## src/rtl/riscv_types.sv

```systemverilog
// riscv_types: shared RISC-V AMO opcode and responder state encodings.
package riscv_types;
  typedef enum logic [4:0] {
    AMO_ADD  = 5'b00000,
    AMO_SWAP = 5'b00001,
    AMO_LR   = 5'b00010,
    AMO_SC   = 5'b00011,
    AMO_XOR  = 5'b00100,
    AMO_OR   = 5'b01000,
    AMO_AND  = 5'b01100,
    AMO_MIN  = 5'b10000,
    AMO_MAX  = 5'b10100,
    AMO_MINU = 5'b11000,
    AMO_MAXU = 5'b11100
  } amo_t;
  typedef enum logic [1:0] {IDLE, READ, WRITE, RESP} amo_state_t;
  function automatic logic is_amo(input logic [4:0] op);
    case (op)
      AMO_ADD, AMO_SWAP, AMO_LR, AMO_SC, AMO_XOR, AMO_OR, AMO_AND,
      AMO_MIN, AMO_MAX, AMO_MINU, AMO_MAXU: is_amo = 1'b1;
      default: is_amo = 1'b0;
    endcase
  endfunction
endpackage

```

## src/rtl/amo_alu.sv

```systemverilog
// amo_alu: combinational AMO read-modify-write function; SWAP and SC pass wdata through.
module amo_alu
  import riscv_types::*;
(
  input  amo_t        op,
  input  logic [31:0] old,
  input  logic [31:0] wdata,
  output logic [31:0] result
);
  always_comb begin
    result = wdata;
    case (op)
      AMO_ADD:  result = old + wdata;
      AMO_XOR:  result = old ^ wdata;
      AMO_AND:  result = old & wdata;
      AMO_OR:   result = old | wdata;
      AMO_MIN:  result = $signed(old) < $signed(wdata) ? old : wdata;
      AMO_MAX:  result = $signed(old) > $signed(wdata) ? old : wdata;
      AMO_MINU: result = old < wdata ? old : wdata;
      AMO_MAXU: result = old > wdata ? old : wdata;
      default:  result = wdata;
    endcase
  end
endmodule

```

## src/rtl/amo_responder.sv

```systemverilog
// amo_responder: single-outstanding AMO engine doing read-modify-write against memory.
// Define AMO_LRSC_EN for LR/SC reservation tracking; otherwise SC always fails.
module amo_responder
  import riscv_types::*;
#(
  parameter int ID_W = 2
) (
  input  logic            clk,
  input  logic            rst_n,
  input  logic            req_valid,
  output logic            req_ready,
  input  logic [4:0]      req_op,
  input  logic [31:0]     req_addr,
  input  logic [31:0]     req_wdata,
  input  logic [ID_W-1:0] req_id,
  output logic            rsp_valid,
  input  logic            rsp_ready,
  output logic [31:0]     rsp_rdata,
  output logic [ID_W-1:0] rsp_id,
  output logic            rsp_err,
  output logic            mem_rd_req,
  input  logic            mem_rd_ack,
  input  logic [31:0]     mem_rdata,
  output logic            mem_wr_req,
  input  logic            mem_wr_ack,
  output logic [31:0]     mem_wdata,
  output logic [31:0]     mem_addr,
  input  logic            snoop_wr_valid,
  input  logic [31:0]     snoop_wr_addr
);
  amo_state_t state_q, state_d;
  amo_t op_q;
  logic [29:0] word_q;
  logic [31:0] wdata_q, rdata_q, alu_result;
  logic [ID_W-1:0] id_q;
  logic err_q, accept, bad, is_sc, sc_ok;
  assign req_ready = state_q == IDLE;
  assign accept = req_valid && req_ready;
  assign bad = |req_addr[1:0] || !is_amo(req_op);
  assign is_sc = req_op == AMO_SC;
`ifdef AMO_LRSC_EN
  logic resv_v;
  logic [29:0] resv_w;
  logic unused_snoop_lsb;
  assign unused_snoop_lsb = ^snoop_wr_addr[1:0];
  // a snoop landing on the same cycle as the SC still kills it
  assign sc_ok = resv_v && resv_w == req_addr[31:2] &&
                 !(snoop_wr_valid && snoop_wr_addr[31:2] == req_addr[31:2]);
  always_ff @(posedge clk or negedge rst_n)
    if (!rst_n) begin
      resv_v <= 1'b0;
      resv_w <= '0;
    end else if (accept && is_sc) begin
      resv_v <= 1'b0;
    end else if (state_q == READ && mem_rd_ack && op_q == AMO_LR) begin
      resv_v <= !(snoop_wr_valid && snoop_wr_addr[31:2] == word_q);
      resv_w <= word_q;
    end else if (snoop_wr_valid && snoop_wr_addr[31:2] == resv_w) begin
      resv_v <= 1'b0;
    end
`else
  logic unused_snoop;
  assign unused_snoop = ^{snoop_wr_valid, snoop_wr_addr};
  assign sc_ok = 1'b0;
`endif
  always_comb begin
    state_d = state_q;
    case (state_q)
      IDLE:    if (req_valid) state_d = bad ? RESP : is_sc ? (sc_ok ? WRITE : RESP) : READ;
      READ:    if (mem_rd_ack) state_d = op_q == AMO_LR ? RESP : WRITE;
      WRITE:   if (mem_wr_ack) state_d = RESP;
      default: if (rsp_ready) state_d = IDLE;
    endcase
  end
  always_ff @(posedge clk or negedge rst_n)
    if (!rst_n) begin
      state_q <= IDLE;
      op_q    <= AMO_ADD;
      word_q  <= '0;
      wdata_q <= '0;
      rdata_q <= '0;
      id_q    <= '0;
      err_q   <= 1'b0;
    end else begin
      state_q <= state_d;
      if (accept) begin
        op_q    <= amo_t'(req_op);
        word_q  <= req_addr[31:2];
        wdata_q <= req_wdata;
        id_q    <= req_id;
        err_q   <= bad;
        rdata_q <= {31'b0, !bad && is_sc && !sc_ok};
      end
      if (state_q == READ && mem_rd_ack) rdata_q <= mem_rdata;
    end
  amo_alu u_alu (.op(op_q), .old(rdata_q), .wdata(wdata_q), .result(alu_result));
  assign mem_rd_req = state_q == READ;
  assign mem_wr_req = state_q == WRITE;
  assign mem_addr   = (mem_rd_req || mem_wr_req) ? {word_q, 2'b00} : '0;
  assign mem_wdata  = mem_wr_req ? alu_result : '0;
  assign rsp_valid  = state_q == RESP;
  assign rsp_rdata  = rsp_valid ? rdata_q : '0;
  assign rsp_id     = rsp_valid ? id_q : '0;
  assign rsp_err    = rsp_valid && err_q;
endmodule

```

## config.mk

```make
export PLATFORM = sky130hd
export DESIGN_NAME = amo_responder
export DESIGN_NICKNAME = d
export VERILOG_FILES = /design/src/rtl/riscv_types.sv /design/src/rtl/amo_alu.sv /design/src/rtl/amo_responder.sv
export SDC_FILE = /design/constraint.sdc
export NUM_CORES = 1
export LEC_CHECK = 0
export ABC_AREA = 1
export CORE_MARGIN = 3
export CORE_UTILIZATION = 25
export DETAILED_ROUTE_END_ITERATION = 16
export PLACE_DENSITY = 0.57
export RECOVER_POWER = 100
export SLEW_MARGIN = 25
export SYNTH_ARGS = -nofsm -noshare
export SYNTH_HDL_FRONTEND = slang
export SYNTH_SLANG_ARGS = --single-unit
```

## constraint.sdc

```tcl
create_clock -name clk -period 2.55 [get_ports clk]
set_input_delay 0.255 -clock clk [delete_from_list [all_inputs] [get_ports clk]]
set_output_delay 0.255 -clock clk [all_outputs]
set_load 0.005 [all_outputs]
```

==> run_1/clock_nets.png <==
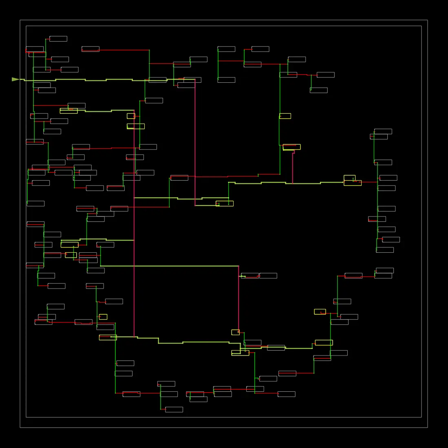
P_clk: 1620 uW
CTS Sinks: 104
skew final: 20.7 ps
Clk Latency, worst-skew pair: 410 ps
clock buffer count from CTS: 9

==> run_1/ff_map.png <==
Other sequential cells in the stronger gray, the rest of the logic in the fainter gray.
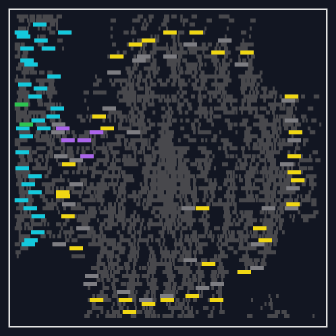
legend:
  op_q:
    color: purple
    flops: 5
    where: west
  word_q:
    color: cyan
    flops: 30
  id_q:
    color: green
    flops: 2
  rdata_q:
    color: yellow
    flops: 32
    where: widely spread

==> run_1/floorplan.png <==
Pins as bars on the die edge.
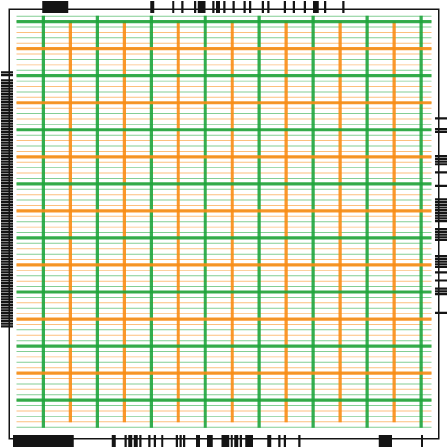
legend:
  VSS:
    color: green
  VDD:
    color: orange
met4 straps: 15
met5 straps: 15
signal pins: 245
met1 rails: 77
rows: 76

==> run_1/gates.png <==
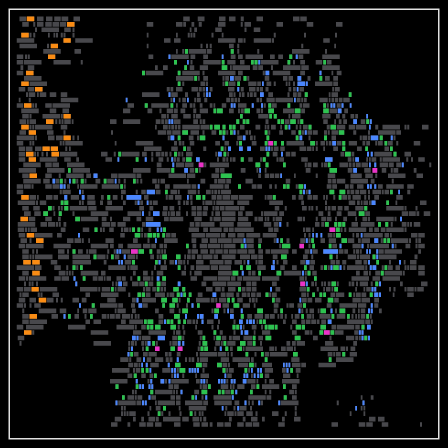
legend:
  nor cells:
    color: blue
    cells: 254
    most_used: nor2_1
  mux cells:
    color: orange
    cells: 32
    most_used: mux2_2
  non-inverting ao/oa cells:
    color: magenta
    cells: 11
    most_used: a21o_1
  aoi and oai cells:
    color: green
    cells: 312
    most_used: o21ai_0

==> flow_metrics.env, run 1 <==
# flow metrics
export IMPL_rsz0062_at_grt="true"
export IMPL_slew_viol_final=0
export IMPL_reg2reg_depth=7
export IMPL_yosys_area_top_type="dfrtp_1"
export IMPL_cts_tree="done"
export IMPL_warnings=128
export IMPL_die_w_um=215
export IMPL_grt_pass1_wl_mm=79.5
export IMPL_final_util_pct=42.6
export IMPL_most_common_cell="nand2_1"
export IMPL_wl_met1_mm=22.8
export IMPL_max_slew_margin_rel_pct=22.5
export IMPL_fin_ws_ps=-840
export IMPL_ant_nets=0
export IMPL_clk_path_buf_depth=2
export IMPL_yosysChipArea_um2=11000
export IMPL_core_area_um2=43200
export IMPL_ys_ff=104
export IMPL_ir_drop_uv=775
export IMPL_dr_wl_met2_mm=23.8
export IMPL_worstSetupPathType="reg2out"
export IMPL_wl_met3_mm=3.63
export IMPL_gp_congestion=0.942
export IMPL_topCellsByArea="dfrtp_1 24%, nand2_1 13%, ha_1 11%"
export IMPL_cp_data_required_time_ps=2300
export IMPL_end_kind="output pin"
export IMPL_reg2reg_slack_ps=330
export IMPL_p_sw_share_pct=49.2
export IMPL_synth_cells=1708
export IMPL_place_detailed_hpwl_mm=37.9
export IMPL_p_int_uw=14800
export IMPL_synth_area_per_cell_um2=6.41
export IMPL_worst_slew_pin_slew_ps=1160
export IMPL_violations="negative setup slack"
export IMPL_dieArea_um2=46300
export IMPL_crit_slowest_cell="dfrtp_1"
export IMPL_hold_path_class="in2reg"
export IMPL_place_inst=2783
export IMPL_reg2reg_to="state_q[1]$_DFFE_PN0P_"
export IMPL_drc=0
export IMPL_crit_start="wdata_q[23]$_DFFE_PN0P_"
export IMPL_drive_gt1_share_pct=34.3
export IMPL_synth_cell_area_um2=11000
export IMPL_crit_family="buffers and inverters"
export IMPL_cp_depth=20
export IMPL_period_used_pct=133
export IMPL_status="complete, but fails checks"
export IMPL_port_buffer_count=209
export IMPL_ff_type="dfrtp_1"
export IMPL_ys_seq_share_pct=23.8
export IMPL_critPathBufInv=7
export IMPL_total_leakage_power_uw=0.00918
export IMPL_setup_viol=32
export IMPL_crit_fanout=6
export IMPL_fin_cells=2867
export IMPL_tns_ps=-24410
export IMPL_vias=13800
export IMPL_min_from="mem_rdata[1]"
export IMPL_synthArstFlopShare_pct=100
export IMPL_synth_edff_count=0
export IMPL_drtIter0Drc=741
export IMPL_cts_root_buf="clkbuf_16"
export IMPL_io_pins=245
export IMPL_yosysWarnings=0
export IMPL_maxCapViolations=0
export IMPL_power_uw=29100
export IMPL_power_switching_uw=14300
run 1: what timing repair did:
item	in CTS	in global routing
pin swaps	103	112
resized	325	150
hold buffers	1	0
setup buffers	48	17
endpoints found under the setup margin	32	41
cloned	6	0
hold endpoints to repair	33	0
run 1: kinds of logic (layout without fill, tap and decap cells):
kind of cell             Yosys count  after routing  share of synthesized area (%)
other                              1              3                         0.0342
buffers and inverters            315            886                           12.0
flip-flops                       104            104                           23.8
multiplexers                      32             32                           3.29
AND-OR/OR-AND                    323            323                           16.5
adder cells (fa/ha/maj)          101            101                           11.6
AND/OR/NAND/NOR                  832            833                           32.8
run 1: state kept, by name (all words and copies together), names as in the netlist:
name and cells:
err_q 1, wdata_q 32, rdata_q 32, state_q 2
id_q 2, op_q 5, word_q 30
run 1: layout make-up:
class | count | area (um2) | share of cell area, %
multi-input combinational | 1291 | 8090 | 44.1
clock inverter | 7 | 98.8 | 0.538
clock buffer | 9 | 225 | 1.23
timing repair buffer | 640 | 5740 | 31.2
antenna | 1 | 2.50 | 0.0136
tap | 585 | 732 | 3.98
inverter | 230 | 876 | 4.77
sequential | 104 | 2600 | 14.2
run 1: cell usage in the layout (no fill, tap or decap), types with 74 or more instances in the layout:
cell,count
clkdlybuf4s50_1,173
nand3_1,116
dfrtp_1,103
inv_1,182
buf_4,357
ha_1,74
nand2_1,312
nor2_1,198
o21ai_0,109
a21oi_1,98
run 1: metrics by stage:
step                hold slack (ps)  instance area (um2)
floorplan                     -40.6                11000
global placement                247                16300
detailed placement              253                16300
CTS                             331                17800
global route                    399                18400
finish                          388                18400
run 1: power by group through the flow:
stage               Combinational [uW]  Sequential (uW)  Clock (uW)
floorplan                         9820             3090           0
global placement                 19900             2910           0
detailed placement               20100             2940           0
CTS                              23400             2920        1690
global route                     26600             3030        1740
finish                           24500             2930        1620
==> run_1/closeup.png <==
Window x 29 to 79, y 136 to 186 um. Cells in gray, sequential cells in the stronger gray; small squares are vias.
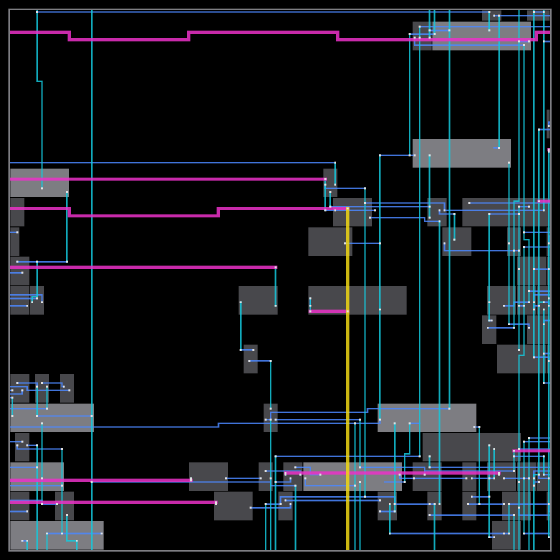

## Run 2: what changed since run 1
--- a/config.mk
+++ b/config.mk
@@ -10,7 +10,7 @@
 export CORE_UTILIZATION = 25
 export DETAILED_ROUTE_END_ITERATION = 16
 export PLACE_DENSITY = 0.57
-export RECOVER_POWER = 100
+export RECOVER_POWER = 25
 export SLEW_MARGIN = 25
 export SYNTH_ARGS = -nofsm -noshare
 export SYNTH_HDL_FRONTEND = slang
==> run_2/closeup.png <==
Window x 29 to 79, y 136 to 186 um. Cells in gray, sequential cells in the stronger gray; small squares are vias.
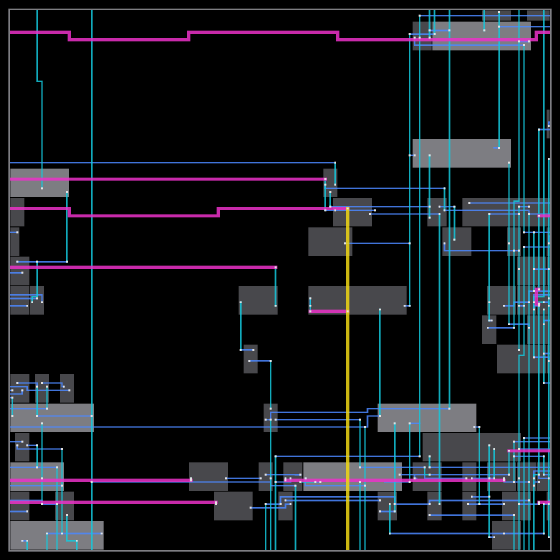
legend:
  M1:
    color: blue
  M4:
    color: yellow
  M3:
    color: magenta
  M2:
    color: cyan
netlist names of flops here include: word_q (3), rdata_q (2), wdata_q (2)
cells with their middle in the window: 48
sequential cells in the window: 8
most frequent: dfrtp_1 (8), buf_4 (8)

==> run_2/clock_nets.png <==
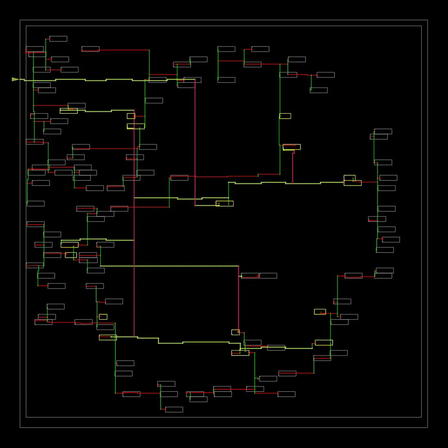
clock buf count: 9
flop count: 104
skew final: 20.6 ps

==> flow_metrics.env, run 2 <==
# flow metrics
export IMPL_power_uw=29100
export IMPL_min_from="mem_rdata[9]"
export IMPL_die_w_um=215
export IMPL_fin_ws_ps=-841
export IMPL_cts_sinks=104
export IMPL_crit_fanout=6
export IMPL_status="complete, but fails checks"
export IMPL_cts_inserted_buffers=9
export IMPL_seqCellArea_um2=2600
export IMPL_reg2reg_slack_ps=740
export IMPL_synth_edff_count=0
export IMPL_worst_slew_pin_slew_ps=1180
export IMPL_setup_viol=32
export IMPL_hold_worst_slack_ps=393
export IMPL_io_pins=245
export IMPL_final_util_pct=42.6
export IMPL_warnings=128
export IMPL_reg2reg_depth=8
export IMPL_clk_latency_ps=410
export IMPL_total_leakage_power_uw=0.00918
export IMPL_cp_data_required_time_ps=2300
export IMPL_core_area_um2=43200
export IMPL_place_inst=2783
export IMPL_max_slew_margin_rel_pct=21.0
export IMPL_synthAoiAreaFrac_pct=16.5
export IMPL_cp_depth=19
export IMPL_violations="negative setup slack"
export IMPL_yosysChipArea_um2=11000
export IMPL_cts_root_buf="clkbuf_16"
export IMPL_adder_share_pct=11.6
export IMPL_worstSetupPathType="reg2out"
export IMPL_hold_path_class="in2reg"
export IMPL_drive_gt1_share_pct=34.3
export IMPL_crit_slowest_cell="dfrtp_1"
export IMPL_maxCapViolations=0
export IMPL_port_buffer_count=209
[run 2: cell count changes in the layout (fill, tap and decap cells not counted), sizes merged]
cell / previous run / this run
dlygate4sd3: 4 / 1
clkbuf: 16 / 10
clkdlybuf4s50: 173 / 176
buf: 456 / 462
[run 2: stage by stage]
step	worst slack (ps)	area [um2]
detailed placement	-880	16300
global placement	-865	16300
finish	-841	18400
global route	-960	18400
floorplan	1.55	11000
CTS	-816	17800
[run 2: cell type report]
type / count / share of cell area, %
Multi-Input combinational cell: 1291 / 44.0
Timing Repair Buffer: 640 / 31.4
Clock buffer: 9 / 1.22
Inverter: 230 / 4.76
Tap cell: 585 / 3.98
Sequential cell: 104 / 14.1
Clock inverter: 7 / 0.537
Antenna cell: 1 / 0.0136
[run 2: logic make-up (layout without fill, tap and decap cells)]
family | after synthesis | count (layout)
multiplexers | 32 | 32
adder cells (fa/ha/maj) | 101 | 101
flip-flops | 104 | 104
AND/OR/NAND/NOR | 832 | 833
AND-OR/OR-AND | 323 | 323
buffers and inverters | 315 | 886
other | 1 | 3
[run 2: timing repair]
item / CTS / global route
gates cloned: 6 / 0
pin swaps: 103 / 112
hold buffers: 1 / 0
endpoints found under the hold margin: 33 / 0
gates resized: 325 / 150
setup buffers: 48 / 17
endpoints found under the setup margin: 32 / 41
[run 2: worst min-delay path, delay by kind of cell]
kind	cells	cell delay, ps
buf+inv	1	400
compound gates	1	60
simple gates	1	60
[run 2: power breakdown]
group | switching, uW | internal [uW]
clock network | 894 | 724
registers | 488 | 2440
logic | 12900 | 11700
total | 14300 | 14800
[run 2: metal layers]
layer  vias up  GRT usage, %  share of wire [%]
li1       6715             -                  -
met1      6526          28.1                 44
met2       467          36.3                 46
met3        85          5.32                7.0
met4         0          5.71                2.4
met5         -             0                  0
==> run_2/floorplan.png <==
Pins as bars on the die edge.
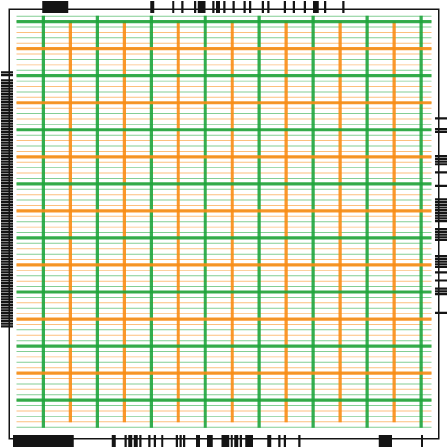

## Run 3: what changed since run 2
==> constraint.sdc (replaced) <==
create_clock -name clk -period 2.55 [get_ports clk]
set_input_delay 0.51 -clock clk [delete_from_list [all_inputs] [get_ports clk]]
set_output_delay 0.51 -clock clk [all_outputs]
set_load 0.005 [all_outputs]
==> run_3/floorplan.png <==
Pins as bars on the die edge.
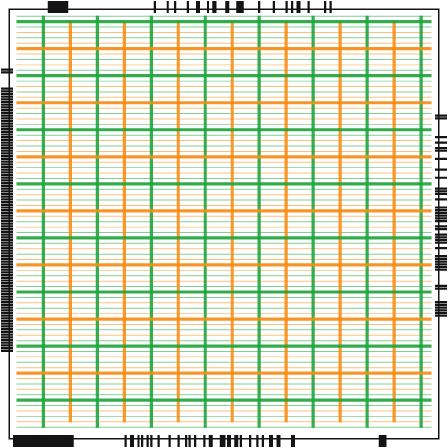
legend:
  VDD:
    color: orange
  VSS:
    color: green
met5 straps: 15
met4 straps: 15

==> run_3/closeup.png <==
Window x 29 to 79, y 136 to 186 um. Cells in gray, sequential cells in the stronger gray; small squares are vias.
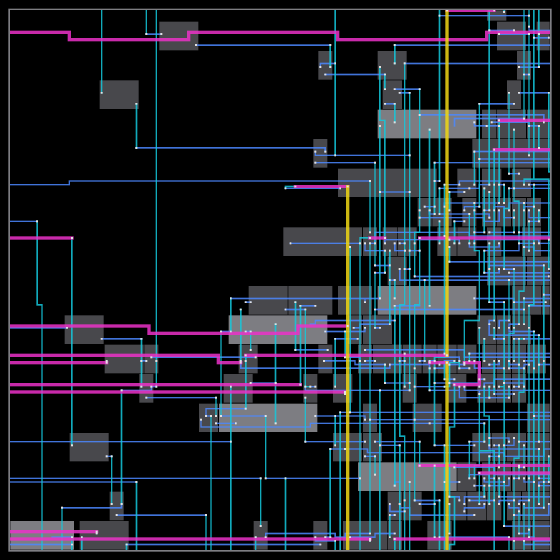
legend:
  M1:
    color: blue
  M4:
    color: yellow
  M2:
    color: cyan
  M3:
    color: magenta
most frequent: nand2_1 (21), nand3_1 (20), nor2_1 (12)
cells with their middle in the window: 103
sequential cells in the window: 6
netlist names of flops here include: wdata_q (3), rdata_q (2)

==> flow_metrics.env, run 3 <==
# flow metrics
export IMPL_drtIter0Drc=977
export IMPL_synthTopLogicFamily="simple AND/OR/NAND/NOR gates"
export IMPL_cts_tree="done"
export IMPL_critPathBufInv=6
export IMPL_drc=0
export IMPL_synth_area_per_cell_um2=6.41
export IMPL_cts_inserted_buffers=9
export IMPL_maxCapViolations=1
export IMPL_ir_drop_uv=942
export IMPL_hold_path_class="reg2reg"
export IMPL_total_leakage_power_uw=0.0103
export IMPL_synth_edff_count=0
export IMPL_port_buffer_count=209
export IMPL_synth_cells=1708
export IMPL_clk_latency_ps=420
export IMPL_synth_cell_area_um2=11000
export IMPL_synthAoiAreaFrac_pct=16.5
export IMPL_ys_ff=104
export IMPL_vias=14000
export IMPL_min_from="err_q$_DFFE_PN0P_"
export IMPL_end_kind="output pin"
export IMPL_grt_pass1_wl_mm=80.2
export IMPL_reg2reg_slack_ps=720
export IMPL_yosysChipArea_um2=11000
export IMPL_drive_gt1_share_pct=34.5
export IMPL_status="complete, but fails checks"
export IMPL_worstSetupPathType="reg2out"
export IMPL_ant_nets=0
export IMPL_layout_top_cells="366 x buf_4, 322 x nand2_1, 197 x nor2_1"
export IMPL_clk_path_buf_depth=2
export IMPL_biggestRegsByFlops="rdata_q: 32 flops, wdata_q: 32 flops, word_q: 30 flops"
export IMPL_core_area_um2=43200
export IMPL_worst_slew_pin_slew_ps=1820
export IMPL_die_w_um=215
export IMPL_synthSimpleGateAreaFrac_pct=32.8
export IMPL_yosys_area_top_type="dfrtp_1"
export IMPL_crit_fanout=6
export IMPL_dieArea_um2=46300
export IMPL_rsz0062_at_grt="true"
export IMPL_xor_area_share_pct=0
export IMPL_most_common_cell="nand2_1"
export IMPL_adder_share_pct=11.6
export IMPL_cp_depth=17
export IMPL_synthArstFlopShare_pct=100
export IMPL_setup_viol=32
export IMPL_reg2reg_depth=8
export IMPL_fin_ws_ps=-1050
export IMPL_slew_viol_final=34
export IMPL_violations="max-capacitance violations, max-slew violations, negative setup slack"
## run 3: cell types whose count changed in the layout (fill, tap and decap cells not counted), sizes merged
cell,previous run,this run
nand2,386,387
clkbuf,10,19
inv,233,232
dlygate4sd2,0,1
dlymetal6s2s,0,63
dlygate4sd3,1,0
buf,462,468
clkinv,4,5
clkdlybuf4s50,176,112
## run 3: area by class of cell
| class | count | area (um2) | area share, % |
|---|---|---|---|
| Clock inverter | 7 | 86.3 | 0.455 |
| Sequential cell | 104 | 2600 | 13.7 |
| Tap cell | 585 | 732 | 3.86 |
| Multi-Input combinational cell | 1292 | 8200 | 43.2 |
| Antenna cell | 1 | 2.50 | 0.0132 |
| Clock buffer | 9 | 225 | 1.19 |
| Timing Repair Buffer | 654 | 6240 | 32.9 |
| Inverter | 230 | 871 | 4.59 |
## run 3: routing by layer
metal / up-vias / GRT usage, % / share of wire, %
met5: - / 0 / 0
met4: 0 / 6.92 / 2.8
met3: 93 / 6.65 / 9.4
met2: 568 / 36.1 / 45
met1: 6613 / 28.3 / 43
li1: 6755 / - / -
## run 3: metrics by stage
stage          area [um2]  cells  setup slack, ps  hold WS [ps]
2_1_floorplan       11200   1709             -198           214
3_3_place_gp        16700   2789            -1100           479
3_5_place_dp        16700   2789            -1100           486
4_1_cts             18000   2855            -1050          43.9
5_1_grt             19000   2881            -1230           523
6_report            19000   2882            -1050           500
## run 3: timing repair
item                                   CTS  global route
cloned                                   8             8
pin swaps                              103            91
endpoints found under the hold margin    0             0
buffers inserted                        44            20
resized                                308           199
setup endpoints to repair               63            67
## run 3: power by group
part	leakage, uW	switching, uW	internal, uW
combinational	0.00894	13600	12100
clock	0.000151	885	706
sequential	0.00124	495	2450
Power figures rest on the tool's default switching activity, not on a simulated workload.
